### config.mk
export PLATFORM = sky130hd
export DESIGN_NAME = lc3_pc_unit
export DESIGN_NICKNAME = d
export VERILOG_FILES = /design/src/rtl/lc3_pkg.sv /design/src/rtl/lc3_ras.sv /design/src/rtl/lc3_pc_unit.sv
export SDC_FILE = /design/constraint.sdc
export NUM_CORES = 1
export LEC_CHECK = 0
export CAP_MARGIN = 10
export CORE_AREA = 2 2 113 115
export CTS_CLUSTER_DIAMETER = 40
export DETAILED_ROUTE_END_ITERATION = 7
export DIE_AREA = 0 0 115 117
export MAX_ROUTING_LAYER = met4
export PLACE_DENSITY = 0.86
export SETUP_SLACK_MARGIN = 0.02
export SLEW_MARGIN = 5
export SYNTH_ARGS = -nofsm -noshare
export SYNTH_HDL_FRONTEND = slang
export SYNTH_SLANG_ARGS = --single-unit
### constraint.sdc
create_clock -name clk -period 7.3 [get_ports clk]
set_input_delay 1.46 -clock clk [delete_from_list [all_inputs] [get_ports clk]]
set_output_delay 1.46 -clock clk [all_outputs]
set_load 0.03 [all_outputs]
### src/rtl/lc3_pkg.sv
// lc3_pkg: shared constants for the LC-3 fetch-stage PC unit.
//   pc_sel_e     : next-PC select encodings (PCSEL_INC..PCSEL_RET; 5-7 hold)
//   LC3_RESET_VEC: default PC after reset
//   LC3_INTR_BASE: default interrupt vector table base (LC3_PC_INTR_EN builds)
package lc3_pkg;

    typedef enum logic [2:0] {
        PCSEL_INC   = 3'd0,
        PCSEL_BUS   = 3'd1,
        PCSEL_JMP   = 3'd2,
        PCSEL_CALL  = 3'd3,
        PCSEL_RET   = 3'd4,
        PCSEL_HOLD5 = 3'd5,
        PCSEL_HOLD6 = 3'd6,
        PCSEL_HOLD7 = 3'd7
    } pc_sel_e;

    localparam int unsigned LC3_RESET_VEC = 32'h0000_3000;
`ifdef LC3_PC_INTR_EN
    localparam int unsigned LC3_INTR_BASE = 32'h0000_0100;
`endif

endpackage

### src/rtl/lc3_ras.sv
// lc3_ras: ring-buffer return-address stack.
//   clk, rst  : clock, async active-high reset (pointer/count only)
//   push, pop : one operation per cycle; pop on empty is ignored
//   din       : value pushed
//   top       : most recently pushed valid entry
//   count     : valid entries, saturates at DEPTH
//   full/empty: count == DEPTH / count == 0
// A push while full writes into the slot under the pointer, which in a full
// ring is the oldest entry, so overflow simply drops the oldest address.
module lc3_ras #(
    parameter int W     = 16,
    parameter int DEPTH = 8
) (
    input  logic                       clk,
    input  logic                       rst,
    input  logic                       push,
    input  logic                       pop,
    input  logic [W-1:0]               din,
    output logic [W-1:0]               top,
    output logic [$clog2(DEPTH):0]     count,
    output logic                       full,
    output logic                       empty
);
    import lc3_pkg::*;

    localparam int PTR_W = $clog2(DEPTH);
    localparam int CNT_W = PTR_W + 1;
    localparam logic [PTR_W-1:0] PTR_ONE = PTR_W'(1);
    localparam logic [CNT_W-1:0] CNT_ONE = CNT_W'(1);
    localparam logic [CNT_W-1:0] CNT_MAX = CNT_W'(DEPTH);

    logic [W-1:0]     mem [DEPTH];
    logic [PTR_W-1:0] ptr;      // next slot to write
    logic [PTR_W-1:0] top_idx;

    assign top_idx = ptr - PTR_ONE;
    assign top     = mem[top_idx];
    assign full    = (count == CNT_MAX);
    assign empty   = (count == '0);

    // Storage is not reset; only pointer/count define validity.
    always_ff @(posedge clk) begin
        if (push) mem[ptr] <= din;
    end

    always_ff @(posedge clk or posedge rst) begin
        if (rst) begin
            ptr   <= '0;
            count <= '0;
        end else if (push) begin
            ptr <= ptr + PTR_ONE;
            if (!full) count <= count + CNT_ONE;
        end else if (pop && !empty) begin
            ptr   <= top_idx;
            count <= count - CNT_ONE;
        end
    end

endmodule

### src/rtl/lc3_pc_unit.sv
// lc3_pc_unit: LC-3 program counter, next-PC mux and return-address stack.
//   clk, rst        : clock, async active-high reset
//   ld_pc, stall    : update when ld_pc && !stall; stall freezes PC and RAS
//   pc_sel          : 0 INC, 1 BUS, 2 JMP, 3 CALL, 4 RET, 5-7 HOLD
//   cpu_bus         : BUS target and RET-on-empty fallback (R7)
//   jmp_addr        : JMP / CALL target
//   err_clr         : clears sticky ras_ovf / ras_unf (a new error wins)
//   o_pc, o_pc_inc  : current PC and PC+1 (combinational)
//   ras_count/full/empty, ras_ovf (CALL while full), ras_unf (RET while empty)
// Build option LC3_PC_INTR_EN adds intr_req/intr_vec/intr_ack: an interrupt
// taken on an update edge beats pc_sel, jumps to INTR_BASE+intr_vec and pushes
// the current PC (not PC+1), since the interrupted instruction has not run.
module lc3_pc_unit
    import lc3_pkg::*;
#(
    parameter int                ADDR_W    = 16,
    parameter int                RAS_DEPTH = 8,
    parameter logic [ADDR_W-1:0] RESET_VEC = ADDR_W'(LC3_RESET_VEC)
`ifdef LC3_PC_INTR_EN
    ,
    parameter logic [ADDR_W-1:0] INTR_BASE = ADDR_W'(LC3_INTR_BASE)
`endif
) (
    input  logic                         clk,
    input  logic                         rst,
    input  logic                         ld_pc,
    input  logic                         stall,
    input  logic [2:0]                   pc_sel,
    input  logic [ADDR_W-1:0]            cpu_bus,
    input  logic [ADDR_W-1:0]            jmp_addr,
    input  logic                         err_clr,
    output logic [ADDR_W-1:0]            o_pc,
    output logic [ADDR_W-1:0]            o_pc_inc,
    output logic [$clog2(RAS_DEPTH):0]   ras_count,
    output logic                         ras_full,
    output logic                         ras_empty,
    output logic                         ras_ovf,
    output logic                         ras_unf
`ifdef LC3_PC_INTR_EN
    ,
    input  logic                         intr_req,
    input  logic [7:0]                   intr_vec,
    output logic                         intr_ack
`endif
);

    logic              upd;
    logic [ADDR_W-1:0] pc_next;
    logic [ADDR_W-1:0] push_data;
    logic [ADDR_W-1:0] ras_top;
    logic              push, pop;
    logic              ovf_set, unf_set;
`ifdef LC3_PC_INTR_EN
    logic              intr_take;
`endif

    assign upd      = ld_pc && !stall;
    assign o_pc_inc = o_pc + ADDR_W'(1);

    always_comb begin
        pc_next   = o_pc;
        push      = 1'b0;
        pop       = 1'b0;
        push_data = o_pc_inc;
        unf_set   = 1'b0;
`ifdef LC3_PC_INTR_EN
        intr_take = 1'b0;
`endif
        if (upd) begin
`ifdef LC3_PC_INTR_EN
            if (intr_req) begin
                intr_take = 1'b1;
                pc_next   = INTR_BASE + ADDR_W'(intr_vec);
                push      = 1'b1;
                push_data = o_pc;
            end else begin
`endif
            case (pc_sel)
                PCSEL_INC:  pc_next = o_pc_inc;
                PCSEL_BUS:  pc_next = cpu_bus;
                PCSEL_JMP:  pc_next = jmp_addr;
                PCSEL_CALL: begin
                    pc_next = jmp_addr;
                    push    = 1'b1;
                end
                PCSEL_RET: begin
                    if (!ras_empty) begin
                        pc_next = ras_top;
                        pop     = 1'b1;
                    end else begin
                        // Empty stack: fall back to R7 presented on the bus.
                        pc_next = cpu_bus;
                        unf_set = 1'b1;
                    end
                end
                default: pc_next = o_pc;
            endcase
`ifdef LC3_PC_INTR_EN
            end
`endif
        end
    end

    assign ovf_set = push && ras_full;

    always_ff @(posedge clk or posedge rst) begin
        if (rst) begin
            o_pc    <= RESET_VEC;
            ras_ovf <= 1'b0;
            ras_unf <= 1'b0;
        end else begin
            o_pc <= pc_next;
            if (ovf_set)      ras_ovf <= 1'b1;
            else if (err_clr) ras_ovf <= 1'b0;
            if (unf_set)      ras_unf <= 1'b1;
            else if (err_clr) ras_unf <= 1'b0;
        end
    end

`ifdef LC3_PC_INTR_EN
    always_ff @(posedge clk or posedge rst) begin
        if (rst) intr_ack <= 1'b0;
        else     intr_ack <= intr_take;
    end
`endif

    lc3_ras #(
        .W     (ADDR_W),
        .DEPTH (RAS_DEPTH)
    ) u_ras (
        .clk   (clk),
        .rst   (rst),
        .push  (push),
        .pop   (pop),
        .din   (push_data),
        .top   (ras_top),
        .count (ras_count),
        .full  (ras_full),
        .empty (ras_empty)
    );

endmodule
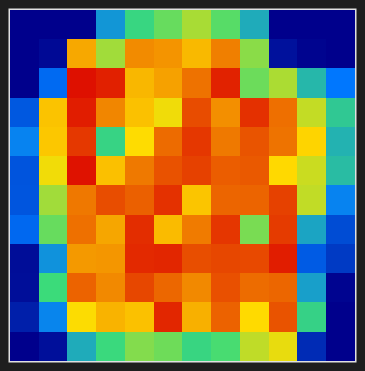
**Above:** run 1 (local utilization).
Scale: 3 px per um. 12 x 12 tiles, from dark blue (low) to red (high), 0 to 100% covered.
mean over tiles: 61%
tiles over 75% full: 51%
nearly empty tiles: 10%
densest ninth of the die: middle
emptiest ninth of the die: top right
post-layout utilization of the core: 0.6779
floorplan core density: 0.5427
Core Region: 0.01231 mm2

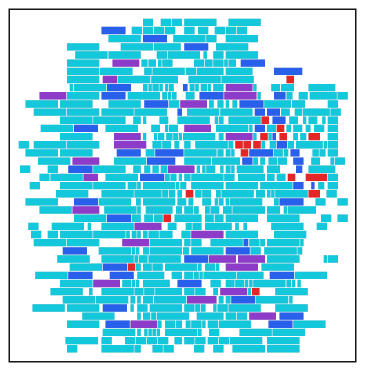
**Above:** run 1 (sizing map).
Scale: 3 px per um.
[red] x3 and x4 | cells: 17
[purple] x6 and larger | cells: 25
[blue] x2 | cells: 49
[cyan] x1 and smaller | cells: 444
final instance area: 0.008347 mm2
Worst Slack Setup Final: 2779 ps
number of signal-net buffers in the layout: 93

==> summary.txt, run 1 <==
Implementation numbers.

- The clock tree root driver cell reads sky130_fd_sc_hd__clkbuf_16.
- Hold repair after CTS inserted 0 buffers.
- For this run, the leading register cell type out of synthesis is sky130_fd_sc_hd__edfxtp_1.
- The critical path class is reg2out.
- The per-cell routed wire length reads 24.84 um.
- The number of buffers created by CTS is 17.
- The critical path launch point type is a flop.
- The final timing report lists a max-slew violation count of 0.
- The number of sinks driven by the clock tree reads 153.
- For reference, the final report shows the hold violation count at 0.
- The most area-hungry cell type in the Yosys netlist reads sky130_fd_sc_hd__edfxtp_1.
- The number of cells in the design after placement reads 652.
- The number of search-and-repair iterations in the first detailed-routing pass is 5.
- The placed wire-length estimate is 10.18 mm.
- Of the total synthesized cell area, the portion taken by full adders, half adders and majority gates is 0.009363.
- The post-synth register bit count is 153.
- The number of remaining DRC errors is 0.
- Total global-route track usage over all layers is 0.2736.
- The fraction of synthesized area in multiplexers is 0.1107.
- Across all stage logs, warnings added up to 27.
- Of the post-synthesis cell area, the dominant cell type holds 0.5753.
- The number of enable-type register cells in the synthesized netlist reads 128.
- The largest fanout on the critical path is 10.
- The die is 115 um wide.
- The count of buffers from port buffering reads 79.
- After synthesis, the cell types taking the most area are sky130_fd_sc_hd__edfxtp_1, sky130_fd_sc_hd__mux4_2, sky130_fd_sc_hd__dfrtp_1.
- The post-placement cell area is 0.007684 mm2.
- The report lists the power per cell area as 403.8 mW/mm2.
- The proportion of layout cells with a drive suffix above 1 is 0.1701.
- The leakage power figure reads 2.816 nW.
- Per the GRT congestion report, total overflow comes to 0.
- After synthesis, the chip area reported by Yosys is 0.006681 mm2.
- After routing, the total negative slack on setup checks comes to 0 ps.
- Per the synthesis report, the number of distinct cell types is 51.
- The report lists the number of standard-cell rows as 41.
- The cell count listed in synth_stat.txt is 431.
- The run finished with clean final reports.
- The clock insertion delay at the later pin of the skew report reads 420 ps.
- Per the finish-stage timing summary, setup violations number 0.
- The post-detailed-route via-to-cell ratio is 6.533.
- Before any placement, the netlist area is recorded as 0.006681 mm2.
- The number of DRC markers in iteration 0 reads 476.
- The depth of the CTS H-tree is 4.
- The maximum clock path buffer count reads 2.
- The pre-CTS worst setup slack is 3160 ps.
- Per the run summary, max-cap violations total 0.
- The vertical die size is 117 um.
- In this run the count of I/O pins placed on the die edge is 80.
- The share of the cycle needed by the critical path after routing reads 0.6193.
- The overall die size recorded for this design is 0.01346 mm2.
- STA classifies the critical path endpoint as a primary output.
- TritonCTS built the clock tree.
- The number of nets in the synthesized netlist is 476.
- The final net count is 567.
- The slew at the pin closest to its max-slew limit is 1157 ps.
- The clock period could shrink to 4521 ps.
- The data required time at the worst endpoint reads 5840 ps.
- Setup repair after global routing left no endpoint under its margin.
- The number of nets with antenna violations after detailed routing is 0.
- The share of the synthesized netlist area taken by xor and xnor gates reads 0.03015.
- The tally of non-filler cells in the final layout is 685.
- The initial antenna violation count is 0.
- Yosys printed 0 warnings.
- Clock skew on the completed layout was measured at 11.24 ps.
- The proportion of register bits with asynchronous set or reset after synthesis is 0.1634.
- The growth of design area from synthesis to finish reads 24.93%.
- Per the synthesis report, the AND-OR/OR-AND share of the synthesized area is 0.07247.
- The area of combinational cells with multiple inputs reads 0.002097 mm2.
- After filler insertion, the fill cell instance count of the layout stands at 792.
- The number of global-route vias before repair is 4,492.
- Per the repair_timing log after CTS, setup buffers inserted total 0.
- The final RePlAce weighted congestion reads 0.8524.
- The largest net degree at the start of global routing is 40.
- Of the combinational cells, the family taking the most area is multiplexers.
- The most instantiated library cell after synthesis reads sky130_fd_sc_hd__edfxtp_1.
- The number of cells upsized or downsized after cts is 0.
- By count the netlist is led by sky130_fd_sc_hd__edfxtp_1, sky130_fd_sc_hd__nand2_1, sky130_fd_sc_hd__mux4_2, sky130_fd_sc_hd__dfrtp_1, sky130_fd_sc_hd__a21oi_1.
- After clock tree synthesis, the clock-pin slew on the worst setup and hold paths is 60 ps.
- Averaged over all synthesized cells, the footprint is 15.50 um2.
- The achievable frequency reads 221.2 MHz.
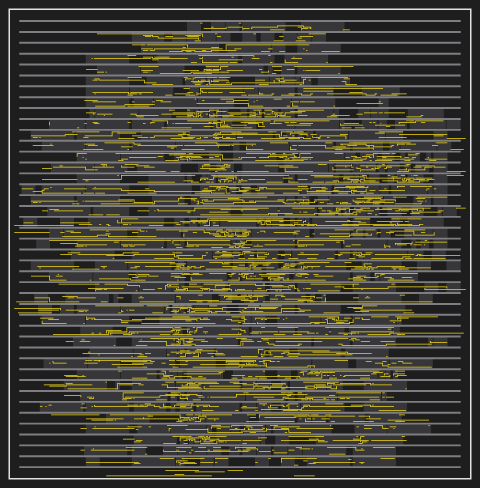
**Above:** run 1 (signal wires on met1).
Scale: 4 px per um. Supply wires on this layer in gray.
wire length on this layer: 6,240 um
share of all routed wire: 37%
main direction: horizontal
longest straight run: 31.3 um
nets with wire on the layer: 522
total vias in the final route: 4,475
met1 routing resource usage after global routing: 0.3434
WL final: 17.01 mm

## run 1: cell type report
cell class                 instances  area share
sequential                       153      0.5359
multi-input combinational        247      0.2512
clock buffer                      24     0.05906
clock inverter                     8     0.01709
tap                              150     0.02249
timing repair buffer              93      0.1097
inverter                          10    0.004497
## run 1: worst max-delay path, cell delays in order (launching register included)
cell and delay (ps):
sky130_fd_sc_hd__dfrtp_1 480, sky130_fd_sc_hd__ha_1 280, sky130_fd_sc_hd__and3_1 280, sky130_fd_sc_hd__nand3_1 130, sky130_fd_sc_hd__xnor2_1 660, sky130_fd_sc_hd__clkdlybuf4s50_1 820
## run 1: cells in the final DEF, fill, tap and decap left out, types with 3 or more instances in the layout
cell type	n
sky130_fd_sc_hd__xor2_1	9
sky130_fd_sc_hd__a22oi_1	8
sky130_fd_sc_hd__o22a_1	9
sky130_fd_sc_hd__and4_1	3
sky130_fd_sc_hd__nand4_1	11
sky130_fd_sc_hd__nand3_1	9
sky130_fd_sc_hd__a21oi_1	18
sky130_fd_sc_hd__nor2b_1	3
sky130_fd_sc_hd__buf_4	13
sky130_fd_sc_hd__dfrtp_1	22
sky130_fd_sc_hd__clkdlybuf4s50_1	79
sky130_fd_sc_hd__a221o_1	3
sky130_fd_sc_hd__mux4_2	30
sky130_fd_sc_hd__nand2b_1	3
sky130_fd_sc_hd__xnor2_1	14
sky130_fd_sc_hd__nand2_1	50
sky130_fd_sc_hd__inv_1	8
sky130_fd_sc_hd__edfxtp_1	128
sky130_fd_sc_hd__nor3_2	6
sky130_fd_sc_hd__clkinv_2	3
sky130_fd_sc_hd__bufinv_16	4
sky130_fd_sc_hd__o21ai_0	15
sky130_fd_sc_hd__clkbuf_1	4
sky130_fd_sc_hd__ha_1	5
sky130_fd_sc_hd__and2_1	4
sky130_fd_sc_hd__nor2_1	13
sky130_fd_sc_hd__clkbuf_16	18
sky130_fd_sc_hd__a31oi_1	6
## run 1: metal layers
metal | wire length (um) | track usage | up-vias
met1 | 6238 | 0.3434 | 2240
met4 | 501 | 0.1165 | 0
li1 | - | - | 1876
met3 | 1589 | 0.05767 | 45
met2 | 8683 | 0.4384 | 314
met5 | 0 | - | -
## run 1: through the flow
step | utilization | hold WS [ps] | total power, mW
finish | 0.6779 | 523.7 | 3.371
global route | 0.6779 | 539.1 | 3.502
CTS | 0.6757 | 528.1 | 3.371
detailed placement | 0.6241 | 518.9 | 2.426
global placement | 0.6241 | 497.7 | 2.392
floorplan | - | 562.8 | 2.028
## run 1: flip-flops by register name, summed over array words and instances (netlist names)
register	count
u_ras.count	4
ras_unf	1
o_pc	16
u_ras.ptr	3
u_ras.mem	128
ras_ovf	1
## run 1: worst paths after layout
path	cells after the start	startpoint	end	slack (ps)
max	5	o_pc[0]	o_pc_inc[6]	2780
min	1	u_ras.count[3]	u_ras.count[3]	520
max reg2reg	8	u_ras.ptr[0]	o_pc[13]	4060
min reg2reg	1	u_ras.count[3]	u_ras.count[3]	520
max in group asynchronous	3	rst	o_pc[13]	5450
min in group asynchronous	2	rst	o_pc[7]	1320
## run 1: power by group
group	switching, mW	internal [mW]
clock network	0.326	0.609
logic	0.729	0.517
registers	0.0939	1.10
**Run 1: I/O nets highlighted**

Scale: 3 px per um.
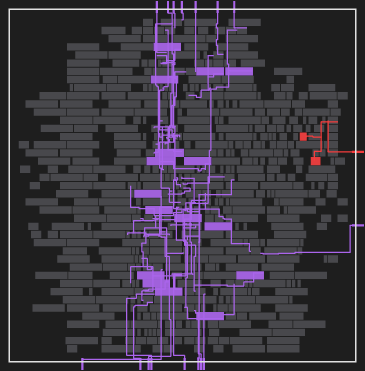

==> inputs of run 2 (changes only) <==
--- a/config.mk
+++ b/config.mk
@@ -6,12 +6,12 @@
 export NUM_CORES = 1
 export LEC_CHECK = 0
 export CAP_MARGIN = 10
-export CORE_AREA = 2 2 113 115
+export CORE_AREA = 2 2 119 121
 export CTS_CLUSTER_DIAMETER = 40
 export DETAILED_ROUTE_END_ITERATION = 7
-export DIE_AREA = 0 0 115 117
+export DIE_AREA = 0 0 121 123
 export MAX_ROUTING_LAYER = met4
-export PLACE_DENSITY = 0.86
+export PLACE_DENSITY = 0.83
 export SETUP_SLACK_MARGIN = 0.02
 export SLEW_MARGIN = 5
 export SYNTH_ARGS = -nofsm -noshare
==> constraint.sdc (replaced) <==
create_clock -name clk -period 3.65 [get_ports clk]
set_input_delay 0.73 -clock clk [delete_from_list [all_inputs] [get_ports clk]]
set_output_delay 0.73 -clock clk [all_outputs]
set_load 0.03 [all_outputs]
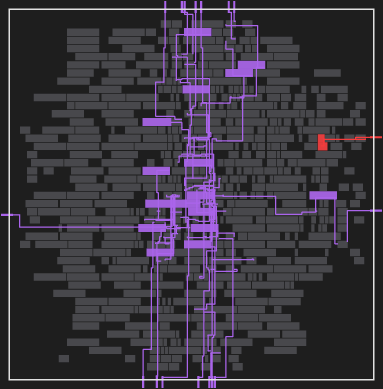
**Above:** run 2 (I/O nets highlighted).
Scale: 3 px per um.
[purple] `o_pc` | bits: 16 | direction: output | edge: 7 top, 7 bottom, 1 left, 1 right | end cells: 16 | buffers: 17 | wire: 1,540 um
[red] `err_clr` | bits: 1 | direction: input | edge: right | end cells: 2 | buffers: 1 | wire: 23.1 um
number of buffers inserted by port buffering: 79
I/O pin total: 80

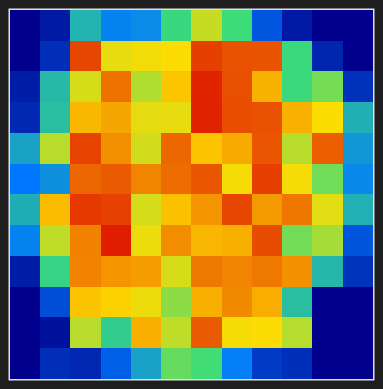
**Above:** run 2 (local utilization).
Scale: 3 px per um. 12 x 12 tiles, from dark blue (low) to red (high), 0 to 100% covered.
densest ninth of the die: middle
fullest tile: 97%
nearly empty tiles: 9.7%
mean over tiles: 56%
Core Region: 0.01361 mm2
floorplan core density: 0.4909

==> run 2 against run 1 <==
  * Synthesized cell count unchanged
  * Register-to-register slack got worse by 3200 ps
  * Combinational power increased by 110%
  * Clock skew decreased by 3.6 ps
  * Worst hold slack about the same
  * Largest cell class unchanged
  * Sequential power increased by 99%
  * Final area increased by 2.7%
  * First-iteration DRC count increased by 12%
  * Utilization decreased by 4.8 points
  * Cell count increased by 7.0%
  * Non-clock buffer count increased by 18
==> summary.txt, run 2 <==
Implementation numbers.

- The cell count listed in synth_stat.txt reads 431 (unchanged).
- The TritonCTS clock tree reads yes.
- The share of the cycle needed by the critical path after routing is 0.9619.
- The flop-to-flop setup slack reads 890 ps (-3170 ps).
- In the final layout, the registers with the most flip-flops are u_ras.mem (128), o_pc (16), u_ras.count (4).
- The endpoint class of the critical path is a primary output.
- The tally of max-capacitance violations reads 0 (unchanged).
- The clock insertion delay at the later pin of the skew report came to 430 ps (about the same).
- The final global-route overflow total reads 0 (unchanged).
- The number of DRC markers in iteration 0 reads 532 (+12%).
- The area of the mapped netlist came to 0.006681 mm2 (unchanged).
- The power per unit of standard cell area is 820.2 mW/mm2 (+100%).
- The critical path launch point type reads a flop.
- The most area-hungry cell type in the Yosys netlist reads sky130_fd_sc_hd__edfxtp_1.
- The number of sinks driven by the clock tree is 153 (unchanged).
- By area the synthesized netlist is led by sky130_fd_sc_hd__edfxtp_1, sky130_fd_sc_hd__mux4_2, sky130_fd_sc_hd__dfrtp_1.
- The slew at the pin closest to its max-slew limit is 847.8 ps (-309.3 ps).
- Per the timing report, the achievable frequency comes out to 284.8 MHz.
- The number of setup buffers added after CTS came to 0 (unchanged).
- The most numerous logic cell after layout reads sky130_fd_sc_hd__edfxtp_1.
- The summed area of non-filler cells in the final layout is 0.008568 mm2 (+2.7%).
- The largest net degree at the start of global routing reads 39 (-2.5%).
- The run finished with clean final reports.
- The synthesis warning total was 0 (unchanged).
- The data required time at the worst endpoint came to 2920 ps (-2920 ps).
- The shortest clock period the worst path allows after layout reads 3511 ps.
- The per-cell routed wire length is 23.90 um (-3.8%).
- The most used flip-flop cell after synthesis reads sky130_fd_sc_hd__edfxtp_1.
- The final-layout setup total negative slack was 0 ps (unchanged).
- The tally of OpenROAD warnings is 27 (unchanged).
- The final-report setup violation count is 0 (unchanged).
- The most instantiated library cell after synthesis reads sky130_fd_sc_hd__edfxtp_1.
- The area growth from synthesis to layout is 28.24%.
- The number of fill cells came to 949 (+20%).
- The post-placement cell area reads 0.007864 mm2 (+2.3%).
- The clock-pin transition on the worst setup and hold timing paths came to 60 ps (about the same).
- The maximum clock path buffer count came to 2 (unchanged).
- The final RePlAce weighted congestion came to 0.9599 (+13%).
- The clock tree root driver cell reads sky130_fd_sc_hd__clkbuf_16.
- The core occupancy in the finished layout reads 0.6295 (-0.04848).
-- run 2: cell families after synthesis --
family / share of synthesized area
buffers and inverters: 0.02172
muxes: 0.1107
AOI/OAI and AO/OA: 0.07248
DFF: 0.6693
adders and majority gates: 0.009363
and+or+nand+nor: 0.08633
xor gates and xnor gates: 0.03015
-- run 2: final cells by class --
cell class / count / area [um2] / area share
sequential: 153 / 4473 / 0.5221
multi-input combinational: 247 / 2120 / 0.2474
timing repair buffer: 111 / 1031 / 0.1203
clock buffer: 19 / 432.9 / 0.05053
clock inverter: 13 / 249.0 / 0.02906
tap: 180 / 225.2 / 0.02629
inverter: 10 / 37.54 / 0.004381
-- run 2: timing repair --
item	CTS	global route
gates cloned	0	0
resized	1	2
setup endpoints to repair	1	2
hold buffers	0	0
-- run 2: routing by layer --
layer  share of wire  wire (um)  up-vias  global-route usage
li1                -          -     1909                   -
met5               0          0        -                   -
met2            0.50       8688      272              0.3982
met3           0.091       1587       50             0.06135
met1            0.38       6703     2252              0.3159
met4           0.031        541        0              0.1076
-- run 2: path summary, 6_finish.rpt --
check,startpoint,depth (start not counted),to
setup / recovery,o_pc[0],4,o_pc_inc[5]
max in group asynchronous,rst,3,o_pc[12]
setup reg to reg,u_ras.ptr[1],7,o_pc[13]
hold / removal,u_ras.count[3],1,u_ras.count[3]
hold reg to reg,u_ras.count[3],1,u_ras.count[3]
min in group asynchronous,rst,2,o_pc[8]
-- run 2: where the power goes --
group          leakage, nW  internal (mW)  total, mW  switching [mW]
clock network        0.317           1.35       2.02           0.675
registers             1.43           2.19       2.37           0.186
logic                 1.17           1.13       2.63            1.51
total                 2.92           4.66       7.03            2.37
-- run 2: per-stage QoR --
step / std cells / power, mW / setup slack (ps) / hold slack (ps)
floorplan: 431 / 4.056 / 323.1 / 562.8
global placement: 701 / 4.916 / 610.4 / 495.1
detailed placement: 701 / 4.984 / 463.2 / 514.1
CTS: 733 / 7.014 / 20.34 / 523.4
global route: 733 / 7.289 / 48.29 / 559.8
finish: 733 / 7.027 / 139.1 / 524.1
-- run 2: worst max-delay path, cell delays in order, from the launching register on --
cell                              delay (ps)
sky130_fd_sc_hd__dfrtp_1                 460
sky130_fd_sc_hd__and4_1                  350
sky130_fd_sc_hd__nand2_1                 110
sky130_fd_sc_hd__xnor2_1                 630
sky130_fd_sc_hd__clkdlybuf4s50_1         800
Power and IR drop assume default switching activity.
